`config.mk`:
```
export PLATFORM = sky130hd
export DESIGN_NAME = mux_2to1_arbiter
export DESIGN_NICKNAME = d
export VERILOG_FILES = /design/src/rtl/arb_pkg.sv /design/src/rtl/mux_2to1.sv /design/src/rtl/mux_2to1_arbiter.sv
export SDC_FILE = /design/constraint.sdc
export NUM_CORES = 1
export LEC_CHECK = 0
export ABC_AREA = 1
export CAP_MARGIN = 20
export CORE_MARGIN = 4
export CORE_UTILIZATION = 50
export DETAILED_ROUTE_END_ITERATION = 10
export DONT_BUFFER_PORTS = 1
export REMOVE_ABC_BUFFERS = 1
export SKIP_LAST_GASP = 1
export SYNTH_ARGS = -nofsm -noshare
export SYNTH_HDL_FRONTEND = slang
export SYNTH_SLANG_ARGS = --single-unit
```
`constraint.sdc`:
```
create_clock -name clk -period 2.13 [get_ports clk]
set_input_delay 0.426 -clock clk [delete_from_list [all_inputs] [get_ports clk]]
set_output_delay 0.426 -clock clk [all_outputs]
set_load 0.03 [all_outputs]
```
`src/rtl/arb_pkg.sv`:
```
// Shared types and helpers for the two-requester packet arbiter.
package arb_pkg;

    typedef enum logic [1:0] {
        IDLE  = 2'd0,
        LOCK0 = 2'd1,
        LOCK1 = 2'd2
    } arb_state_t;

    localparam logic SEL_IN0 = 1'b0;
    localparam logic SEL_IN1 = 1'b1;

    // Round-robin pick: a lone requester wins; on a tie the one not served last wins.
    function automatic arb_state_t arbitrate(input logic req0,
                                             input logic req1,
                                             input logic last_served);
        arb_state_t winner;
        winner = IDLE;
        if (req0 && req1) begin
            winner = last_served ? LOCK0 : LOCK1;
        end else if (req0) begin
            winner = LOCK0;
        end else if (req1) begin
            winner = LOCK1;
        end
        return winner;
    endfunction

endpackage

```
`src/rtl/mux_2to1.sv`:
```
// Catalog one-bit 2:1 select cell: y = b ? d1 : d0.
module mux_2to1 (
    input  logic d0,
    input  logic d1,
    input  logic b,
    output logic y
);

    assign y = b ? d1 : d0;

endmodule

```
`src/rtl/mux_2to1_arbiter.sv`:
```
// Round-robin, packet-locked arbiter sharing one registered valid/ready
// output stage between two upstream streams.
module mux_2to1_arbiter
    import arb_pkg::*;
#(
    parameter int WIDTH = 8
) (
    input  logic             clk,
    input  logic             rst_n,
    input  logic             in0_valid,
    input  logic [WIDTH-1:0] in0_data,
    input  logic             in0_last,
    output logic             in0_ready,
    input  logic             in1_valid,
    input  logic [WIDTH-1:0] in1_data,
    input  logic             in1_last,
    output logic             in1_ready,
    output logic             out_valid,
    output logic [WIDTH-1:0] out_data,
    output logic             out_last,
    input  logic             out_ready,
    output logic             sel,
    output logic             busy
);

    arb_state_t state_q, state_d;
    logic       last_served_q, last_served_d;
    logic       can_load;
    logic       accept;
    logic       accept_last;
    logic [WIDTH:0] beat0, beat1, beat_sel;

    // State decodes and handshakes.
    assign sel       = (state_q == LOCK1) ? SEL_IN1 : SEL_IN0;
    assign busy      = (state_q != IDLE);
    assign can_load  = !out_valid || out_ready;
    assign in0_ready = (state_q == LOCK0) && can_load;
    assign in1_ready = (state_q == LOCK1) && can_load;
    assign accept    = (in0_valid && in0_ready) || (in1_valid && in1_ready);

    // Bit-sliced data+last select, bit WIDTH carries the last flag.
    assign beat0 = {in0_last, in0_data};
    assign beat1 = {in1_last, in1_data};

    for (genvar i = 0; i <= WIDTH; i++) begin : g_mux
        mux_2to1 u_mux (
            .d0 (beat0[i]),
            .d1 (beat1[i]),
            .b  (sel),
            .y  (beat_sel[i])
        );
    end

    assign accept_last = accept && beat_sel[WIDTH];

    // Next-state and round-robin pointer; arbitrates in IDLE and on a last-beat accept.
    always_comb begin
        logic req0, req1, do_arb;
        // NOTE: every combinational output gets a default first so no path infers a latch.
        state_d       = state_q;
        last_served_d = last_served_q;
        req0          = in0_valid;
        req1          = in1_valid;
        do_arb        = 1'b0;
        case (state_q)
            IDLE:  do_arb = 1'b1;
            // The releasing port's valid belongs to the beat being consumed,
            // so it is not counted as a fresh request.
            LOCK0: if (accept_last) begin do_arb = 1'b1; req0 = 1'b0; end
            LOCK1: if (accept_last) begin do_arb = 1'b1; req1 = 1'b0; end
            default: state_d = IDLE;
        endcase
        if (do_arb) begin
            state_d = arbitrate(req0, req1, last_served_q);
            if (state_d == LOCK0) last_served_d = 1'b0;
            if (state_d == LOCK1) last_served_d = 1'b1;
        end
    end

    // State register; in1 counts as last served so in0 wins the first tie.
    always_ff @(posedge clk) begin
        // NOTE: sequential state uses non-blocking assignments so all registers update together.
        if (!rst_n) begin
            state_q       <= IDLE;
            last_served_q <= 1'b1;
        end else begin
            state_q       <= state_d;
            last_served_q <= last_served_d;
        end
    end

    // Single output stage: load on accept, drain when taken with nothing new.
    always_ff @(posedge clk) begin
        if (!rst_n) begin
            out_valid <= 1'b0;
            out_data  <= '0;
            out_last  <= 1'b0;
        end else if (accept) begin
            out_valid <= 1'b1;
            out_data  <= beat_sel[WIDTH-1:0];
            out_last  <= beat_sel[WIDTH];
        end else if (out_ready) begin
            out_valid <= 1'b0;
        end
    end

endmodule
```
==> results.cfg, run 1 <==
; implementation run metrics
[status]
result_of_the_run = complete, no violations

[route]
number_of_violations_reported_at_the_end_of_detailed_routing_iteration_0 = 12
wl_per_cell_um = 12.6
drtPass1Iterations = 2
vias_per_cell = 5.17

[layout]
area_delta_synth_final_pct = 11.2

[yosys]
post_synth_inst_count = 104
count_of_instantiated_cells_in_the_yosys_netlist = 104
ys.flops = 13
mappedNetlistArea_um2 = 748

[flow_run]
maxCapViolCount = 0

[clock_tree]
clock_insertion_delay_worst_skew_ns = 0.27

[grt]
groute.usage.overall_pct = 16.8
number_of_global_route_vias_before_repair = 612
grt_antenna_before_repair = 0
largest_net_degree_at_the_start_of_global_routing = 14

[critical_path]
cp_data_required_time_ns = 2.29
crit_path_class = flip-flop to flip-flop
critical_path.max_stage_delay_ns = 0.35

[power_and_ir_drop]
p_total_w = 0.000656

[final_timing]
max-slew-margin-rel_pct = 63.0
totalNegativeSetupSlack_ns = 0
period_used_pct = 91.2

[die]
num_rows = 13

[placed_design]
post_dp_cell_area_um2 = 771
[run 1: logic make-up (layout without fill, tap and decap cells)]
logic type	after synthesis	count (layout)	synth area share [%]
buffers and inverters	19	26	12.0
adders and majority gates	5	5	8.36
and+or+nand+nor	47	47	30.1
AOI/OAI and AO/OA	20	20	14.7
DFF	13	13	34.8
[run 1: sequential cells by signal, indices dropped and copies added, names as in the netlist]
signal	flops
out_last	1
out_data	8
state_q	2
last_served_q	1
out_valid	1
[run 1: layer usage]
layer  wire, um  track usage [%]  vias to the layer above
met3        181             7.03                        4
met1        656             17.7                      274
li1           -                -                      349
met4         25             9.94                        0
met5          0                0                        -
met2        721             27.5                       24
[run 1: timing repair]
| action | in CTS | in global routing |
|---|---|---|
| hold buffers | 0 | 0 |
| gates resized | 0 | 4 |
| buffers inserted | 0 | 2 |
| endpoints found under the setup margin | 0 | 2 |
[run 1: area by class of cell]
cell class / count / area share, %
multi-input combinational: 72 / 50.2
timing repair buffer: 7 / 6.32
clock buffer: 4 / 3.16
inverter: 15 / 6.77
sequential: 13 / 31.3
tap: 15 / 2.26
[run 1: synth_stat cells (all sizes together)]
| cell type | count | area, um2 |
|---|---|---|
| dfxtp | 13 | 260 |
| a21oi | 2 | 10.0 |
| nand3 | 8 | 62.6 |
| nor3 | 1 | 5.00 |
| clkbuf | 1 | 3.75 |
| inv | 15 | 56.3 |
| nor2 | 8 | 32.5 |
| a31oi | 8 | 50.1 |
| o21ai | 10 | 50.1 |
| ha | 5 | 62.6 |
| nand2 | 30 | 125 |
| buf | 3 | 30.0 |
[run 1: worst paths after layout]
kind / cells past startpoint / from / slack, ns / end
setup / recovery: 12 / state_q[1] / 0.19 / last_served_q
hold / removal: 1 / rst_n / 0.24 / last_served_q
setup reg to reg: 12 / state_q[1] / 0.19 / last_served_q
hold reg to reg: 2 / last_served_q / 0.53 / last_served_q
[run 1: report_power, final]
part	switching, W	leakage, nW	internal, W
Combinational	0.000111	0.279	0.0000650
Sequential	0.0000576	0.107	0.000272
Clock	0.0000776	0.0150	0.0000726
Total	0.000246	0.401	0.000409
[run 1: through the flow]
stage          hold slack, ns  utilization (%)  setup slack [ns]
2_1_floorplan           0.480                -            -0.141
3_3_place_gp            0.503             57.1             0.145
3_5_place_dp            0.516             57.1            0.0716
4_1_cts                 0.235             59.0            0.0588
5_1_grt                 0.231             61.6            0.0237
6_report                0.240             61.6             0.187
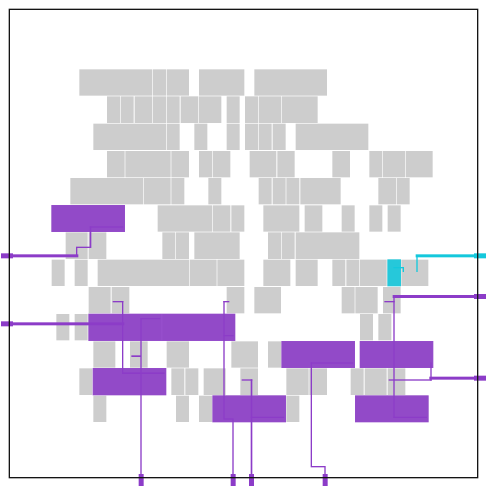
Run 1: nets reached from selected ports
(10 px per um)
[out_data] purple | direction: output | edge: 4 south, 2 west, 2 east | end cells: 8 | buffers: 0 | wire: 139 um
[in1_ready] cyan | direction: output | edge: east | end cells: 1 | buffers: 1 | wire: 8.50 um
total of buffers placed on input and output ports: 0
count of boundary I/O pins: 37

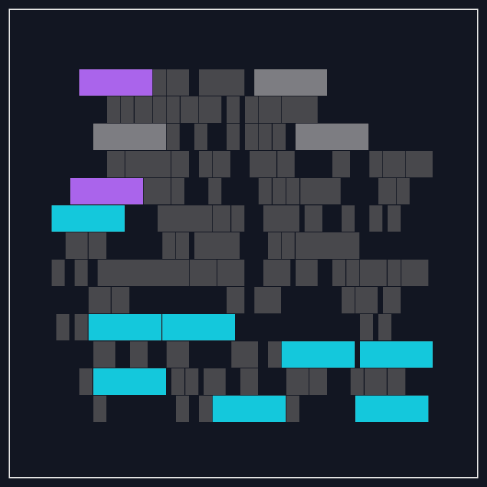
Run 1: where the registers sit
(10 px per um) Other sequential cells in the stronger gray, the rest of the logic in the fainter gray.
[state_q] purple | sequential cells: 2
[out_data] cyan | sequential cells: 8
not colored: 3
proportion of cell area occupied by registers: 31.3%
sequential cell area: 260 um2
Seq power: 0.000329 W
fraction of the core area covered by cells at the end of the flow: 61.6%

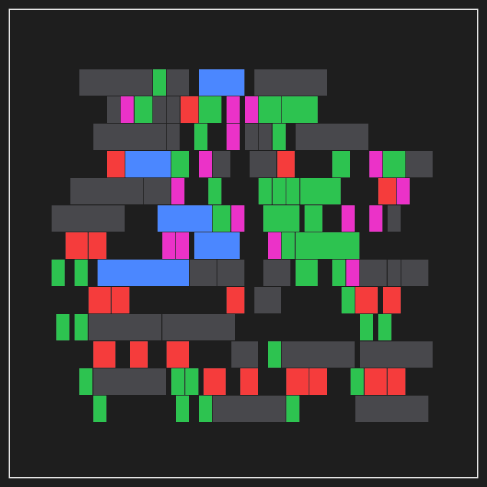
Run 1: gate-type map
(10 px per um)
[adder and majority cells] blue | cells: 5
[inverters] magenta | cells: 15
[NAND gates] green | cells: 38
[inverting AOI/OAI gates] red | cells: 20
final cell count without fillers: 126
multi-input combinational area share: 50.2%
Commonest Layout Cell: sky130_fd_sc_hd__nand2_1

Run 1, the metal 2 layer:
(6 px per um)
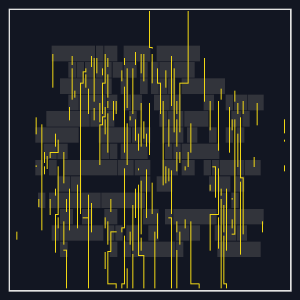

==> inputs of run 2 (changes only) <==
--- a/config.mk
+++ b/config.mk
@@ -7,10 +7,13 @@
 export LEC_CHECK = 0
 export ABC_AREA = 1
 export CAP_MARGIN = 20
-export CORE_MARGIN = 4
-export CORE_UTILIZATION = 50
+export CELL_PAD_IN_SITES_DETAIL_PLACEMENT = 1
+export CELL_PAD_IN_SITES_GLOBAL_PLACEMENT = 1
+export CORE_MARGIN = 2
+export CORE_UTILIZATION = 40
 export DETAILED_ROUTE_END_ITERATION = 10
 export DONT_BUFFER_PORTS = 1
+export PLACE_DENSITY_LB_ADDON = 0.1
 export REMOVE_ABC_BUFFERS = 1
 export SKIP_LAST_GASP = 1
 export SYNTH_ARGS = -nofsm -noshare
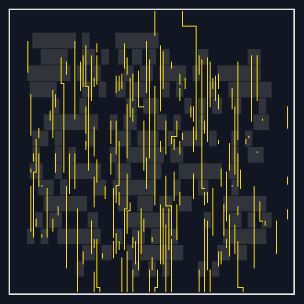
Run 2: the metal 2 layer
(6 px per um)
share of all routed wire: 46%
main direction: vertical
grt met2 use: 31.4%
count of vias placed by the detailed router: 694
final WL: 1810 um

==> results.cfg, run 2 <==
; implementation run metrics
[placed_design]
port-buffer-count = 0

[clock_tree]
clock_insertion_delay_worst_skew_ns = 0.28

[yosys]
common_cells = sky130_fd_sc_hd__nand2_1, sky130_fd_sc_hd__inv_1, sky130_fd_sc_hd__dfxtp_1, sky130_fd_sc_hd__o21ai_0, sky130_fd_sc_hd__a31oi_1
post_synth_inst_count = 104
synthArstFlopShare_pct = 0
count_of_instantiated_cells_in_the_yosys_netlist = 104
number_of_enable_type_register_cells_in_the_synthesized_netlist = 0
mappedNetlistArea_um2 = 748
yosysTopAreaCell = sky130_fd_sc_hd__dfxtp_1
synthDominantCellAreaShare_pct = 34.8

[critical_path]
reg2reg_depth = 12
critical_path.max_stage_delay_ns = 0.36
crit_path_class = flip-flop to flip-flop
rr_startpoint = state_q[1]

[layout]
max_flop_register = out_data
biggestRegsByFlops = out_data x8, state_q x2
area_delta_synth_final_pct = 12.4
largest_register_ffs = 8

[grt]
grt_antenna_before_repair = 0
largest_net_degree_at_the_start_of_global_routing = 16

[route]
drtPass1Iterations = 4
vias_per_cell = 5.10

[worst_hold_path]
worst_hold_path.num_cells = 1
min_delay_worst_endpoint = last_served_q

[die]
floorplan.io_pins = 37

[status]
result_of_the_run = complete, no violations

[flow_run]
maxCapViolCount = 0
-- run 2: worst max-delay path by stage --
stage,start,to,slack (ns),cells past startpoint
detailed placement,state_q[0],last_served_q,0.04,12
finish,state_q[1],last_served_q,0.24,12
CTS,state_q[0],last_served_q,0.01,12
global placement,state_q[0],last_served_q,0.19,12
global route,state_q[1],last_served_q,0.009,12
floorplan,state_q[0],last_served_q,-0.14,12
-- run 2: power breakdown --
part	switching [W]	total [W]	internal, W	leakage, nW
logic	0.000116	0.000182	0.0000651	0.278
clock network	0.0000848	0.000154	0.0000695	0.0177
registers	0.0000587	0.000330	0.000272	0.107
-- run 2: metal layers --
metal	part of all wire (%)	vias to the layer above
li1	-	348
met3	7.2	0
met2	46	21
met5	0	-
met1	47	325
met4	0	0
-- run 2: cell families (layout without fill, tap and decap cells) --
family,Yosys count,after routing,synth area share [%]
flops,13,13,34.8
buf+inv,19,26,12.0
fa+ha+maj,5,5,8.36
compound gates,20,20,14.7
simple gates,47,47,30.1
-- run 2: cell type report --
type | instances | area, um2 | area share [%]
clock buffer | 3 | 22.5 | 2.68
multi-input combinational | 72 | 413 | 49.1
inverter | 15 | 56.3 | 6.70
timing repair buffer | 7 | 52.6 | 6.25
tap | 25 | 31.3 | 3.72
clock inverter | 1 | 5.00 | 0.595
sequential | 13 | 260 | 31.0
-- run 2: through the flow --
stage	power (W)	TNS (ns)	setup WS [ns]	instance area, um2	hold slack, ns
global route	0.000714	0	0.00933	841	0.246
finish	0.000666	0	0.237	841	0.241
detailed placement	0.000510	0	0.0368	791	0.522
floorplan	0.000459	-0.141	-0.141	714	0.480
global placement	0.000502	0	0.194	791	0.507
CTS	0.000663	0	0.0120	818	0.234
-- run 2: repair_timing --
item	CTS	global route
endpoints found under the hold margin	0	0
endpoints found under the setup margin	0	1
buffers inserted	0	1
resized	0	5
-- run 2: worst reg2reg max path: stages (launching register included) --
cell,delay [ns]
sky130_fd_sc_hd__dfxtp_1,0.36
sky130_fd_sc_hd__inv_2,0.09
sky130_fd_sc_hd__ha_2,0.21
sky130_fd_sc_hd__nand3_1,0.12
sky130_fd_sc_hd__nand2_2,0.12
sky130_fd_sc_hd__nand2_1,0.07
sky130_fd_sc_hd__nand2_1,0.08
sky130_fd_sc_hd__nor2_1,0.04
sky130_fd_sc_hd__nor2_1,0.11
sky130_fd_sc_hd__inv_1,0.05
sky130_fd_sc_hd__ha_1,0.30
sky130_fd_sc_hd__o21ai_1,0.15
sky130_fd_sc_hd__nand3_1,0.08
Power figures rest on the tool's default switching activity, not on a simulated workload.
